$ cat src/rtl/frame_detector.sv
// frame_detector: framed-packet receiver with CRC-16/CCITT check, output FIFO and
// per-channel bit serializer. Define FRAME_DET_GRAY_EN to Gray-code serialized words.
module frame_detector #(
  parameter int          FIFO_DEPTH   = 16,
  parameter int          MAX_WORDS    = 8,
  parameter logic [15:0] HEADER_WORD  = 16'hE0E0,
  parameter logic [15:0] TRAILER_WORD = 16'h0E0E
) (
  input  logic        clk,
  input  logic        rst,
  input  logic [15:0] data_in,
  output logic [7:0]  data_out,
  output logic [7:0]  data_vld,
  output logic        fifo_empty,
  output logic        fifo_full,
  output logic        crc_valid_o,
  output logic        crc_err
);

  localparam logic [2:0] ST_HUNT   = 3'd0;
  localparam logic [2:0] ST_HDR    = 3'd1;
  localparam logic [2:0] ST_CHAN   = 3'd2;
  localparam logic [2:0] ST_RX     = 3'd3;
  localparam logic [2:0] ST_CHECK  = 3'd4;
  localparam logic [2:0] ST_COMMIT = 3'd5;

  localparam int AW      = $clog2(FIFO_DEPTH);
  localparam int STAGE_N = MAX_WORDS + 2;
  localparam int CW      = $clog2(MAX_WORDS + 3);
  localparam logic [CW-1:0] LAST_CNT = CW'(MAX_WORDS + 2);

  logic [2:0]    state_q, state_d;
  logic [CW-1:0] cnt_q, cnt_d;
  logic [CW-1:0] idx_q, idx_d;
  logic [CW-1:0] n_q, n_d;
  logic [7:0]    chan_q, chan_d;
  logic [15:0]   rx_crc_q, rx_crc_d;
  logic [15:0]   crc_q, crc_d;
  logic          crc_valid_q, crc_valid_d;
  logic          crc_err_q, crc_err_d;
  logic [15:0]   stage_q [STAGE_N];
  logic          stage_we;
  logic [15:0]   crc_next;
  logic          space_ok;
  logic          push;

  logic [23:0]   fifo_mem [FIFO_DEPTH];
  logic [AW:0]   wr_ptr_q, rd_ptr_q;
  logic [AW:0]   fill;
  logic          pop;

  logic [15:0]   shift_q;
  logic [7:0]    ser_chan_q;
  logic [3:0]    bit_q;
  logic          busy_q;
  logic [23:0]   head;
  logic [15:0]   head_enc;

  // CRC-16/CCITT (poly 0x1021), one 16-bit word folded in MSB first.
  function automatic logic [15:0] crc16_word(input logic [15:0] crc_in, input logic [15:0] word);
    logic [15:0] c;
    c = crc_in;
    for (int b = 15; b >= 0; b--) begin
      if (c[15] ^ word[b]) c = {c[14:0], 1'b0} ^ 16'h1021;
      else                 c = {c[14:0], 1'b0};
    end
    return c;
  endfunction

  assign crc_next = crc16_word(crc_q, stage_q[idx_q]);
  assign fill     = wr_ptr_q - rd_ptr_q;
  assign space_ok = ({1'b0, fill} + (AW+2)'(n_q)) <= (AW+2)'(FIFO_DEPTH);

  always_comb begin
    // NOTE: every next-state signal gets a default first so no latch is inferred.
    state_d     = state_q;
    cnt_d       = cnt_q;
    idx_d       = idx_q;
    n_d         = n_q;
    chan_d      = chan_q;
    rx_crc_d    = rx_crc_q;
    crc_d       = crc_q;
    crc_valid_d = 1'b0;
    crc_err_d   = 1'b0;
    stage_we    = 1'b0;
    push        = 1'b0;
    case (state_q)
      ST_HUNT: if (data_in == HEADER_WORD) state_d = ST_HDR;
      ST_HDR:  state_d = (data_in == HEADER_WORD) ? ST_CHAN : ST_HUNT;
      ST_CHAN: begin
        if (data_in != HEADER_WORD) begin
          if (data_in[15:8] == 8'h00 && data_in[7:0] != 8'h00) begin
            chan_d  = data_in[7:0];
            cnt_d   = '0;
            state_d = ST_RX;
          end else begin
            state_d = ST_HUNT;
          end
        end
      end
      ST_RX: begin
        if (cnt_q >= CW'(3) && data_in == TRAILER_WORD &&
            stage_q[cnt_q - CW'(1)] == TRAILER_WORD) begin
          n_d      = cnt_q - CW'(2);
          rx_crc_d = stage_q[cnt_q - CW'(2)];
          idx_d    = '0;
          crc_d    = '0;
          state_d  = ST_CHECK;
        end else if (cnt_q == LAST_CNT) begin
          // One more word would reach MAX_WORDS+3 with no trailer seen.
          state_d = ST_HUNT;
        end else begin
          stage_we = 1'b1;
          cnt_d    = cnt_q + CW'(1);
        end
      end
      ST_CHECK: begin
        if (idx_q == n_q - CW'(1)) begin
          if (crc_next != rx_crc_q || !space_ok) begin
            crc_err_d = 1'b1;
            state_d   = ST_HUNT;
          end else begin
            idx_d   = '0;
            state_d = ST_COMMIT;
          end
        end else begin
          idx_d = idx_q + CW'(1);
          crc_d = crc_next;
        end
      end
      ST_COMMIT: begin
        push = 1'b1;
        if (idx_q == n_q - CW'(1)) begin
          crc_valid_d = 1'b1;
          state_d     = ST_HUNT;
        end else begin
          idx_d = idx_q + CW'(1);
        end
      end
      default: state_d = ST_HUNT;
    endcase
  end

  always_ff @(posedge clk or posedge rst) begin
    // NOTE: sequential state is only ever updated with non-blocking assignments.
    if (rst) begin
      state_q     <= ST_HUNT;
      cnt_q       <= '0;
      idx_q       <= '0;
      n_q         <= '0;
      chan_q      <= '0;
      rx_crc_q    <= '0;
      crc_q       <= '0;
      crc_valid_q <= 1'b0;
      crc_err_q   <= 1'b0;
    end else begin
      state_q     <= state_d;
      cnt_q       <= cnt_d;
      idx_q       <= idx_d;
      n_q         <= n_d;
      chan_q      <= chan_d;
      rx_crc_q    <= rx_crc_d;
      crc_q       <= crc_d;
      crc_valid_q <= crc_valid_d;
      crc_err_q   <= crc_err_d;
    end
  end

  // NOTE: data arrays have no reset; the FSM and FIFO pointers decide which entries are live.
  always_ff @(posedge clk) begin
    if (stage_we) stage_q[cnt_q] <= data_in;
    if (push && !fifo_full) fifo_mem[wr_ptr_q[AW-1:0]] <= {chan_q, stage_q[idx_q]};
  end

  assign fifo_empty = (wr_ptr_q == rd_ptr_q);
  assign fifo_full  = (wr_ptr_q[AW-1:0] == rd_ptr_q[AW-1:0]) && (wr_ptr_q[AW] != rd_ptr_q[AW]);
  assign pop        = !fifo_empty && (!busy_q || bit_q == 4'd15);
  assign head       = fifo_mem[rd_ptr_q[AW-1:0]];

`ifdef FRAME_DET_GRAY_EN
  assign head_enc = head[15:0] ^ (head[15:0] >> 1);
`else
  assign head_enc = head[15:0];
`endif

  always_ff @(posedge clk or posedge rst) begin
    if (rst) begin
      wr_ptr_q <= '0;
      rd_ptr_q <= '0;
    end else begin
      if (push && !fifo_full) wr_ptr_q <= wr_ptr_q + 1'b1;
      if (pop)                rd_ptr_q <= rd_ptr_q + 1'b1;
    end
  end

  // Loading on the 16th bit lets consecutive entries stream without a gap.
  always_ff @(posedge clk or posedge rst) begin
    if (rst) begin
      shift_q    <= '0;
      ser_chan_q <= '0;
      bit_q      <= '0;
      busy_q     <= 1'b0;
    end else if (pop) begin
      shift_q    <= head_enc;
      ser_chan_q <= head[23:16];
      bit_q      <= '0;
      busy_q     <= 1'b1;
    end else if (busy_q) begin
      shift_q <= {shift_q[14:0], 1'b0};
      bit_q   <= bit_q + 4'd1;
      if (bit_q == 4'd15) busy_q <= 1'b0;
    end
  end

  assign data_out    = busy_q ? ({8{shift_q[15]}} & ser_chan_q) : 8'h00;
  assign data_vld    = busy_q ? ser_chan_q : 8'h00;
  assign crc_valid_o = crc_valid_q;
  assign crc_err     = crc_err_q;

endmodule

$ cat config.mk
export PLATFORM = sky130hd
export DESIGN_NAME = frame_detector
export DESIGN_NICKNAME = d
export VERILOG_FILES = /design/src/rtl/frame_detector.sv
export SDC_FILE = /design/constraint.sdc
export NUM_CORES = 1
export LEC_CHECK = 0
export ABC_CLOCK_PERIOD_IN_PS = 5100
export CORE_ASPECT_RATIO = 1.1
export CORE_MARGIN = 2
export CORE_UTILIZATION = 40
export CTS_CLUSTER_SIZE = 24
export DETAILED_ROUTE_END_ITERATION = 8
export PLACE_DENSITY = 0.52
export SYNTH_ARGS = -nofsm -noshare
export SYNTH_HDL_FRONTEND = slang
export SYNTH_SLANG_ARGS = --single-unit
$ cat constraint.sdc
create_clock -name clk -period 5.1 [get_ports clk]
set_input_delay 1.02 -clock clk [delete_from_list [all_inputs] [get_ports clk]]
set_output_delay 1.02 -clock clk [all_outputs]
set_load 0.02 [all_outputs]
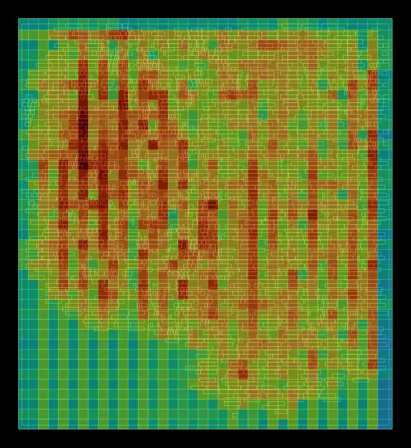
(run_1/congestion.png)
total global routing track utilization: 21.2%
met3 Resource Use GR: 3.38%
WL per Instance: 27.7 µm

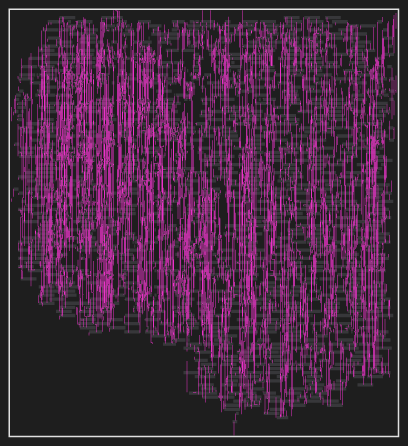
(run_1/layer_met2.png)
Drawn at 1.5 px/µm.
nets with wire on the layer: 1578
wire length on this layer: 39.7 mm
longest straight run: 123 µm
share of all routed wire: 52%

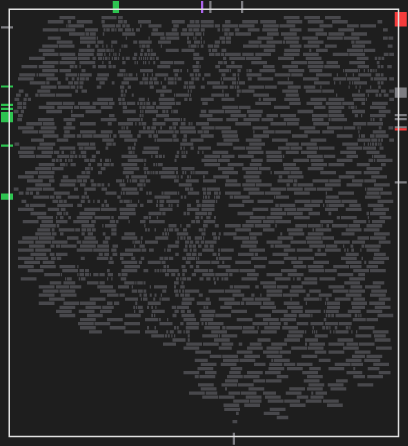
(run_1/io_placement.png)
Drawn at 1.5 px/µm. Pins as bars across the die edge, other pins in grey.
[red] data_out | pins: 8 | direction: output | edge: east
[green] data_in | pins: 16 | direction: input | edge: 12 west, 4 north
[purple] crc_err | pins: 1 | direction: output | edge: north
all pins by edge: 17 east, 13 west, 7 north, 1 south
number of buffer cells added on primary ports: 37
die x size: 258 µm
Die Span Y: 284 µm

==> results.txt, run 1 <==
The following summarizes the physical implementation.

Cells and area
The highest-count logic cell in the final layout is edfxtp_1. Of all the cell area in the finished design, the clock network holds roughly 7.1%. At the end of the flow the core is filled with cells to between 40% and 50%.

The number of antenna cells inserted is 0. The register with the most flip-flops in the layout has 384 of them. The number of nets in the layout is around 1800. The post-synthesis to final-layout area growth is 15.3%. In the final layout, the fill cell count is 6021.

The multi-input combinational area share is 28.7%. The fraction of cell area in non-clock buffers is approximately 3.2%. Per the layout area report, the register area comes to 18800 µm².

Multi-input combinational cells in the finished layout were counted as about 920. The area-dominant cell class after layout is sequential cells. The share of layout cells above drive strength 1 is between 20 and 30%.

The area occupied by multi-input gates is ~9400 µm². The total of clock buffers placed in the layout is between 80 and 90. The non-filler instance count after layout is around 2800. The layout inverter count without the clock tree is 32.

Per the cell usage report, the commonest logic cells after layout are 544 x edfxtp_1, 163 x mux4_2, 97 x nand2_1, 92 x nor2_1, 92 x dfrtp_1. The total of plain and repair buffers excluding clock buffers is about 130. The sequential share of cell area is 57.1%. In the finished design the tool counted flip-flops and latches totalling ~640.

Routing
The number of DRC markers after the initial detailed-route iteration is roughly 1600. The via count is about 16000. The script logs the ratio of routed vias to standard cells as about 5.7. After detailed routing, the number of remaining DRC violations is 0. The aggregate routed wire length is between 70000 and 80000 µm. The first-pass iteration count of the detailed router is 7. In this run the remaining antenna-violating nets after routing total 0.

Worst setup path
The critical path is of the reg2reg type. The nature of the critical path endpoint is a register. On the critical path the largest part of the delay comes from AND-OR/OR-AND gates. Per STA, the worst path is made up of buf_12 > mux2i_1 > a22o_1 > o31ai_4 > xnor2_1 > xnor2_1 > xnor3_1 > a2111oi_2 > nand4_1 > nor4_4 > buf_4 > a21oi_2 > a21oi_4 > mux2i_1. The critical path runs through a total of 14 cells.

The buffer and inverter count on the worst path is 2. The number of cells on the worst reg-to-reg path is 14. STA classifies the critical path startpoint as a register. The arrival time of data at the critical path endpoint is between 5000 and 6000 ps. The maximum net fanout on the critical path is 30. The delay contributed by the slowest stage of the critical path is approximately 760 ps.

For this design, the slowest cell found on the critical path is o31ai_4. The worst path required time is ~5600 ps.

Logic synthesis
Of the total synthesized cell area, the portion taken by XOR and XNOR cells is about 4.1%. For reference, the post-synthesis area per instance comes to between 15 and 20 µm². The complex-gate fraction of the synthesized area is 4.00%. The area fraction in and, or, nand and nor cells is roughly 6.3%. Counting instances in the post-synthesis netlist gives the leading cell types as 544 x edfxtp_1, 163 x mux4_2, 104 x nor2_1, 97 x nand2_1, 96 x dfrtp_1. Among the non-sequential cells, multiplexers take the most area. In this run, synthesis produced a sequential element count of 640. The post-synth net total is between 1500 and 2000. The mapped netlist covers 28500 µm². The gate count after technology mapping is roughly 1700. The total number of yosys warnings is 0. The post-synthesis cell type count is approximately 77. After synthesis, the design contains between 1500 and 2000 cells according to Yosys. The post-synth tally of flip-flops with integrated enable is about 540. The synthesis area per yosys is approximately 28000 µm². Per the synth stats, the proportion of register bits with asynchronous set or reset is 15.0%.

The share of synthesized area spent on multiplexers is 16.9%. The most frequently used flop master after synthesis is edfxtp_1. Of all cell types, the one taking the most synthesized area is edfxtp_1.

Ranked by total cell area, the synthesized netlist is headed by edfxtp_1 57%, mux4_2 13%, dfrtp_1 8.4%. The top cell type's share of synthesized area is a little under three fifths. The adder-cell area share of the yosys netlist is between 1 and 1.5%. By instance count, the leading cell after synthesis is edfxtp_1. The sequential element share of the synthesized area is between 60 and 70%.

CTS
The cell at the root of the clock tree is clkbuf_16. The number of buffers inserted during clock tree synthesis is 71. The clock net in this run drives a total of roughly 640 sinks. Counting along the longest clock path gives a buffer depth of 3. The number of H-tree branching levels is 3. The insertion delay of the later-clocked pin in the worst-skew pair is 620 ps. The buffers inserted during post-CTS setup optimization is 0. TritonCTS built the clock tree.

The clock transition time at the flip-flop clock pins of the worst setup and hold paths is roughly 60 ps. The count of hold-fix buffers inserted at cts is 0. The post-cts repair resize count is 0.

Global route
The number of antenna violations at the first check in global routing is 0. Summed over all layers, the global routing overflow is 0. The global-route wire length before repair is 113000 µm. The via count of the first global-routing pass is approximately 16000. Entering global routing, the biggest net connects approximately 100 pins.

STA
The number of failing hold endpoints at the final stage is 0. For the final database, setup skew stands at 31.9 ps. The slew check shows that the tightest pin keeps a relative margin of 34.2%. The final layout reports a setup TNS of 0 ps.

The minimum clock period is about 4700 ps. Setup repair after global routing left no endpoint under its margin. The pin closest to its max-slew limit shows a slew of about 980 ps. Hold timing on the final database bottoms out at a slack of just under 500 ps.

Endpoints with negative setup slack in the final report add up to 0. The final timing summary puts the cycle share of the worst path at a little over 90%. The count of final max-slew check failures is 0. For this run, the top clock speed supported by timing is ~210 MHz.

Hold path
STA reports the tightest min-delay check as being of type reg2reg. The number of instances on the worst hold path is 2.

Pwr
The flow reports power dissipated in the clock network as a little over 5000 µW. The power density normalized to cell area is about 340 nW/µm². The power dissipated in combinational cells is roughly 280 µW.

The clock share of power is a little under half. Per report_power, the combinational group accounts for ~2.6% of the total. The peak ir drop on the vdd network is between 200 and 300 µV. The group that draws the most power in this run is sequential cells. Per report_power, the Sequential row totals roughly 5700 µW. The share of power burned in registers is between 50% and 60%. The switching power share of the total is 21.0%.

The internal portion of the total power is 8730 µW. Summed over all nets, the switching power comes to between 2000 and 2500 µW. The leakage power in the latest report is approximately 0.011 µW.

Floorplan
The floorplan utilization is 40.4%. The floorplan report lists the tap cell count as 936. The initialized floorplan defines roughly 100 standard-cell rows.

The area of the core region is between 70000 and 80000 µm². The chip occupies around 73000 µm². The count of pins on the block boundary is 38.

Placed design
The last weighted congestion value of the routability-driven placer is slightly above 0.9. The HPWL after detailed placement is around 50000 µm. The number of cells after detailed placement is 2650.

Status
The run finished with clean final reports.

Flow run
The max capacitance violation total is 0. The number of warnings reported in the stage logs is 34.
==> run 1: worst paths after layout <==
path,from,end,slack (ps)
worst min register to register,ser_chan_q[3],ser_chan_q[3],500
worst min-delay path,ser_chan_q[3],ser_chan_q[3],500
worst max register to register,idx_q[0],idx_q[0],390
worst max-delay path,idx_q[0],idx_q[0],390
min in group asynchronous,rst,rx_crc_q[14],870
max in group asynchronous,rst,shift_q[15],3340
==> run 1: stage by stage <==
stage	cell area (µm²)	worst slack (ps)	power [µW]
floorplan	28500	515	5950
global placement	30500	469	6060
detailed placement	30500	411	6060
CTS	32800	378	11200
global route	32800	113	11400
finish	32800	394	11100
==> run 1: metal layers <==
layer  up-vias  GRT usage, %  wire length, µm
li1       6861             -                -
met1      8299          27.0            31100
met3       133          3.38             3520
met5         -             0                0
met2       470          36.8            39700
met4         0          7.36             2590
==> run 2: changes to the inputs <==
CORE_UTILIZATION = 60   (was 40)
PLACE_DENSITY = 0.74   (was 0.52)
==> run 2 against run 1 <==
  * Largest cell class unchanged
  * Critical path type unchanged
  * Sequential power about the same
  * First-iteration DRC count rose by 18%
  * Routed wire length shrank 9.3%
  * Worst setup slack worse by 5.6 ps
  * Sequential cell count did not move
  * Count of clock-buffer cells in the layout did not move
  * Clock skew is 18 ps lower
  * Critical path depth shrank 1
  * Cell count shrank 12%
  * Die size is 33% lower
==> results.txt, run 2 <==
The following summarizes the physical implementation.

CTS
The buffers inserted during post-CTS setup optimization came to 0 (unchanged). The post-cts repair resize count is 0 (unchanged). The buffer levels on the longest clock path is 3 (unchanged). The TritonCTS clock tree is yes. The count of hold-fix buffers inserted at cts is 0 (unchanged).

Global route
The residual overflow from global routing is 0 (unchanged). The number of antenna violations at the first check in global routing is 0 (unchanged). The global-route wire length before repair is 104000 µm (-8.1%).

The largest net degree at the start of global routing was 100 (unchanged). The via count of the first global-routing pass is 16200 (-0.50%).

Cells and area
The number of antenna cells inserted is 0 (unchanged). The post-synthesis to final-layout area growth is 12.9%.

STA
The final worst setup slack is 388 ps (-5.59 ps). The actual transition at the worst max-transition pin is 1170 ps (+183 ps). The total setup violations reported at the end of the flow was 0 (unchanged). The count of final max-slew check failures was 0 (unchanged). The maximum clock skew at final layout was 13.5 ps (-18.5 ps). The post-route fraction of the period consumed by the critical path is 92.4% (+0.11 points).

Logic synthesis
The average instance area after synthesis is 17.0 µm² (unchanged). The post-synth tally of flip-flops with integrated enable is 544 (unchanged). The area fraction in and, or, nand and nor cells is 6.32% (unchanged). The post-synth net total came to 1717 (unchanged). The top cell type's share of synthesized area is 57.3% (unchanged).

The cell count in the Yosys report is 1674 (unchanged). The post-synthesis cell type count came to 77 (unchanged). The total number of yosys warnings was 0 (unchanged). The share of synthesized area spent on multiplexers was 16.9% (unchanged). The synthesis area per yosys is 28500 µm² (unchanged).

The number of storage elements in the synthesis netlist came to 640 (unchanged). The sequential element share of the synthesized area is 65.8% (unchanged). Per the synth stats, the flop cell with the highest instance count is edfxtp_1.

Routing
The post-detailed-route via-to-cell ratio is 6.49 (+14%). The first-pass iteration count of the detailed router is 7 (unchanged). The number of DRC markers after the initial detailed-route iteration was 1835 (+18%).

The remaining antenna violation count after routing is 0 (unchanged). The aggregate routed wire length is 69700 µm (-9.3%).

Pwr
The share of total power in combinational logic came to 2.6% (about the same). The clock share of power is 45.0% (-1.2 points). The total power consumption of the routed design is 10800 µW (-2.2%). The power density normalized to cell area was 336 nW/µm² (-0.21%).

Floorplan
The die footprint came to 49200 µm² (-33%). The die width is 212 µm (-18%). The height of the die was 233 µm (-18%). The floorplan utilization is 60.8% (+20 points). The area of the core region is 46800 µm² (-34%).

Worst setup path
The kind of cell with the highest combined delay on the critical path is AND-OR/OR-AND gates. The delay contributed by the slowest stage of the critical path was 780 ps (+20 ps). The launching instance or port of the critical path is idx_q[0]. The buffer and inverter count on the worst path is 1 (-1). The startpoint type of the worst setup path is a register. The arrival time of data at the critical path endpoint is 5200 ps (about the same). The startpoint of the most critical register-to-register path is idx_q[0].

Looking at the setup timing report, the critical path kind is reg2reg. The worst setup path is captured at a register.

Placed design
The number of cells after detailed placement is 2327 (-12%). The number of I/O port buffers is 37 (unchanged). The total cell area at the placement stage is 30000 µm² (-1.8%).

Status
The run finished with clean final reports.

Flow run
The max capacitance violation total is 0 (unchanged).

Hold path
Checking hold timing, the worst path is listed with class reg2reg. The beginning of the worst hold path is ser_chan_q[6].
run 2: worst paths after layout:
kind / to / depth (start not counted) / slack, ps
max in group asynchronous: bit_q[3] / 3 / 3490
max: idx_q[0] / 13 / 390
min reg2reg: ser_chan_q[6] / 2 / 500
min in group asynchronous: rx_crc_q[8] / 2 / 870
max reg2reg: idx_q[0] / 13 / 390
min: ser_chan_q[6] / 2 / 500
run 2: area by class of cell:
type	instances	area (µm²)
clock inverter	27	430
inverter	32	123
fill	3033	14700
clock buffer	87	1780
timing repair buffer	101	888
sequential	640	18800
multi-input combinational	917	9410
tap	637	797
run 2: layer usage:
metal  wire length (µm)  track usage (%)  part of all wire [%]
met4               3770             14.0                   5.4
met5                  0                0                     0
met3               4510             4.17                   6.5
met1              25700             37.6                    37
met2              35700             50.4                    51
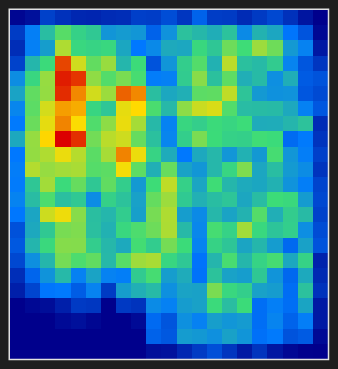
(run_2/metal_density.png)
Drawn at 1.5 px/µm. The die is cut into 21 by 23 equal tiles; dark blue is low, red is high, scaled to the fullest tile. Values are wire area over tile area, all layers added.
fullest tile: 0.63
emptiest ninth of the die: south-west
mean over tiles: 0.23
nearly empty tiles: 7.0%
vias post-DR: 15900
total global routing track utilization: 29.5%

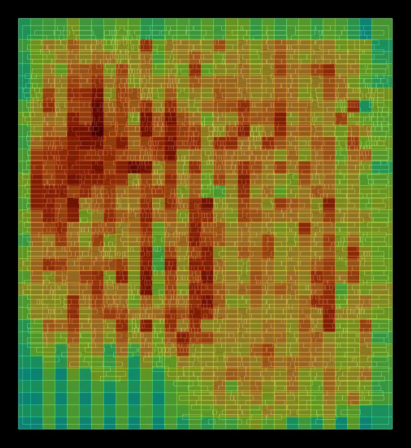
(run_2/congestion.png)
met3 Resource Use GR: 4.17%
global routing usage on met2: 50.4%
WL per Instance: 28.6 µm

Power figures rest on the tool's default switching activity, not on a simulated workload.
